### config.mk
export PLATFORM = sky130hd
export DESIGN_NAME = alu_decode
export DESIGN_NICKNAME = d
export VERILOG_FILES = /design/src/rtl/alu_decode.sv
export SDC_FILE = /design/constraint.sdc
export NUM_CORES = 1
export LEC_CHECK = 0
export ABC_CLOCK_PERIOD_IN_PS = 1800
export CAP_MARGIN = 20
export CORE_AREA = 2 2 39 41
export CTS_BUF_LIST = sky130_fd_sc_hd__clkbuf_8 sky130_fd_sc_hd__clkbuf_16
export DETAILED_ROUTE_END_ITERATION = 8
export DIE_AREA = 0 0 41 43
export DONT_BUFFER_PORTS = 1
export GPL_TIMING_DRIVEN = 0
export PLACE_DENSITY = 0.4
export SYNTH_ARGS = -nofsm -noshare
export SYNTH_HDL_FRONTEND = slang
export SYNTH_SLANG_ARGS = --single-unit
### constraint.sdc
create_clock -name clk -period 1.8 [get_ports clk]
set_clock_uncertainty 0.1 [all_clocks]
set_input_delay 0.36 -clock clk [delete_from_list [all_inputs] [get_ports clk]]
set_output_delay 0.36 -clock clk [all_outputs]
set_load 0.01 [all_outputs]
### src/rtl/alu_decode.sv
// alu_decode: registered ALU-control decoder for the RV32 datapath.
// Combines the main decoder's operation class (ALUOP) with the instruction
// funct3 field into a 3-bit ALU_Control code. One clock of latency, with a
// registered valid strobe and an "illegal combination" flag.
//
// Handshake: in_valid qualifies ALUOP/funct3 in the cycle it is high. There is
// no back-pressure, so a request is accepted on every rising edge where
// in_valid=1. out_valid is in_valid delayed by exactly one clock. While
// out_valid=1, ALU_Control/illegal belong to the request accepted on the
// previous edge. While out_valid=0 they hold the last accepted result.
module alu_decode (
  input  logic       clk,
  input  logic       rst_n,
  input  logic       in_valid,
  input  logic [2:0] ALUOP,
  input  logic [2:0] funct3,
  output logic [2:0] ALU_Control,
  output logic       out_valid,
  output logic       illegal
);

  // ALU_Control encoding.
  localparam logic [2:0] ALU_ADD = 3'b000;
  localparam logic [2:0] ALU_SUB = 3'b001;
  localparam logic [2:0] ALU_AND = 3'b010;
  localparam logic [2:0] ALU_SLL = 3'b011;
  localparam logic [2:0] ALU_OR  = 3'b100;
  localparam logic [2:0] ALU_XOR = 3'b101;
  localparam logic [2:0] ALU_SRL = 3'b110;
  localparam logic [2:0] ALU_SLT = 3'b111;

  // ALUOP operation classes. Everything else is unsupported.
  localparam logic [2:0] OP_MEM     = 3'b000;
  localparam logic [2:0] OP_BRANCH  = 3'b001;
  localparam logic [2:0] OP_SPECIAL = 3'b111;

  logic [2:0] dec_ctrl;
  logic       dec_illegal;

  // Pure decode: full case on both selectors, so every input pattern yields a
  // defined code (ADD) even for unsupported combinations.
  always_comb begin
    dec_ctrl    = ALU_ADD;
    dec_illegal = 1'b0;
    case (ALUOP)
      OP_MEM:    dec_ctrl = ALU_ADD;
      OP_BRANCH: dec_ctrl = ALU_SUB;
      OP_SPECIAL: begin
        case (funct3)
          3'b000:  dec_ctrl = ALU_ADD;
          3'b001:  dec_ctrl = ALU_SLL;
          3'b010:  dec_ctrl = ALU_SLT;
          3'b100:  dec_ctrl = ALU_XOR;
          3'b101:  dec_ctrl = ALU_SRL;
          3'b110:  dec_ctrl = ALU_OR;
          3'b111:  dec_ctrl = ALU_AND;
          default: begin
            // funct3=011 has no operation in this ALU.
            dec_ctrl    = ALU_ADD;
            dec_illegal = 1'b1;
          end
        endcase
      end
      default: begin
        dec_ctrl    = ALU_ADD;
        dec_illegal = 1'b1;
      end
    endcase
  end

  // Output register: results load only on a valid request, the strobe follows
  // in_valid every edge, and reset clears everything asynchronously.
  always_ff @(posedge clk or negedge rst_n) begin
    if (!rst_n) begin
      ALU_Control <= ALU_ADD;
      illegal     <= 1'b0;
      out_valid   <= 1'b0;
    end else begin
      out_valid <= in_valid;
      if (in_valid) begin
        ALU_Control <= dec_ctrl;
        illegal     <= dec_illegal;
      end
    end
  end

endmodule

Figure 1. Met3 routing.
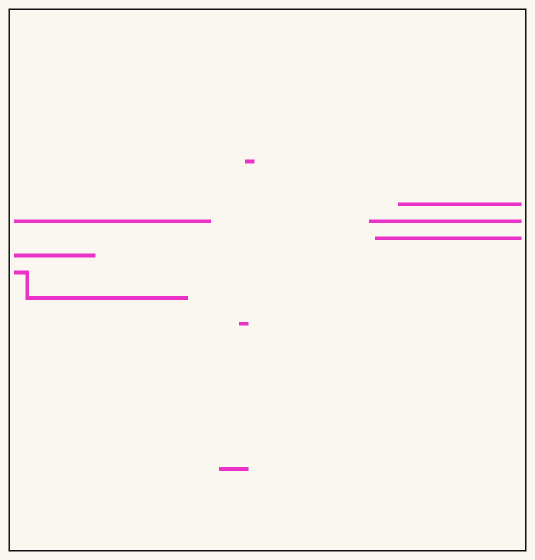
The wires run mostly horizontal. The layer holds 13% of the routed length. 7 nets have wire on it. The longest straight run is 15.4 um. The layer carries 72.5 um of wire.
Vias: 197
Total Wirelength: 575 um
met3 GRT Util: 4.188%

Figure 2. Metal 2.
Bar = 10 um.
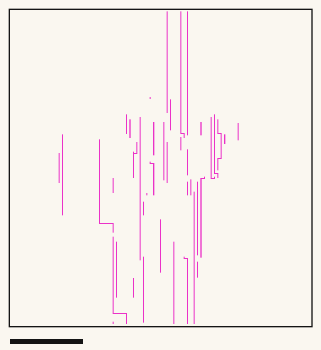
The longest straight run is 19.4 um. The layer holds 48% of the routed length.
met2 Usage GRT: 12.19%

Figure 3. Wiring by layer.
Bar = 10 um. Only two layers are drawn.
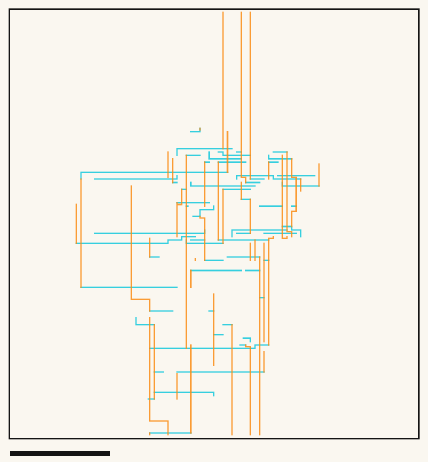
Cyan marks metal 1, wire length 200 um. Orange marks metal 2, wire length 278 um.
wire length per cell: 12.78 um
GR Util All Layers: 8.898%

Figure 4. Floorplan with the power grid.
Bar = 10 um. Pins as bars on the die edge.
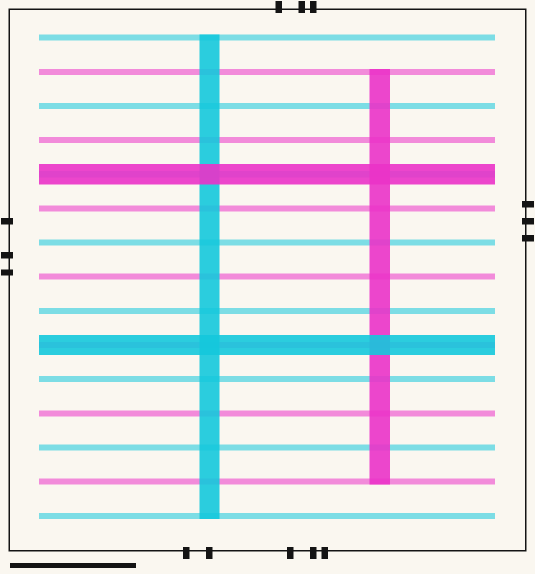
Magenta marks VDD. Cyan marks VSS.
2 straps on met5. 14 signal pins sit on the boundary. The core has 14 rows. 15 met1 rails follow the rows.
peak supply drop: 0.0003220 V
Die Width: 41 um

Figure 5. The clock network.
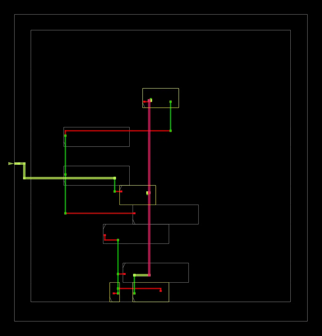
Num CTS Buffers: 3
worst skew pair latency: 0.22 ns
number of clock sinks: 5
Layout clock buffers: 3

==> results_dict.tcl <==
# implementation run metrics
set metrics [dict create \
    status "finished clean" \
    viasPerCell 4.378 \
    synthCells 24 \
    syn_area_per_cell_um2 10.84 \
    p_sw_share_pct 21.78 \
    logic_area_um2 127.6 \
    area_leaders "dfrtp_1 48%, o2111ai_1 6.7%, nor2b_4 5.3%" \
    fin_setup_tns_ns 0 \
    dp_worst_setup_slack_ns 0.6791 \
    met1_usage_pct 8.553 \
    area_share_nonclk_buffers_pct 2.985 \
    syn_nets 33 \
    regToRegStartpoint "illegal$_DFFE_PN0P_" \
    synth_seq_share_pct 48.08 \
    reg_top3 "ALU_Control x3, illegal x1, out_valid x1" \
    route.detailed.drc 0 \
    powerSeq_uw 129 \
    flops 5 \
    drtIter0Drc 2 \
    fp-utilization_pct 18.81 \
    r2r_cells 1 \
    highest_layer "met4" \
    ys_cells 24 \
]
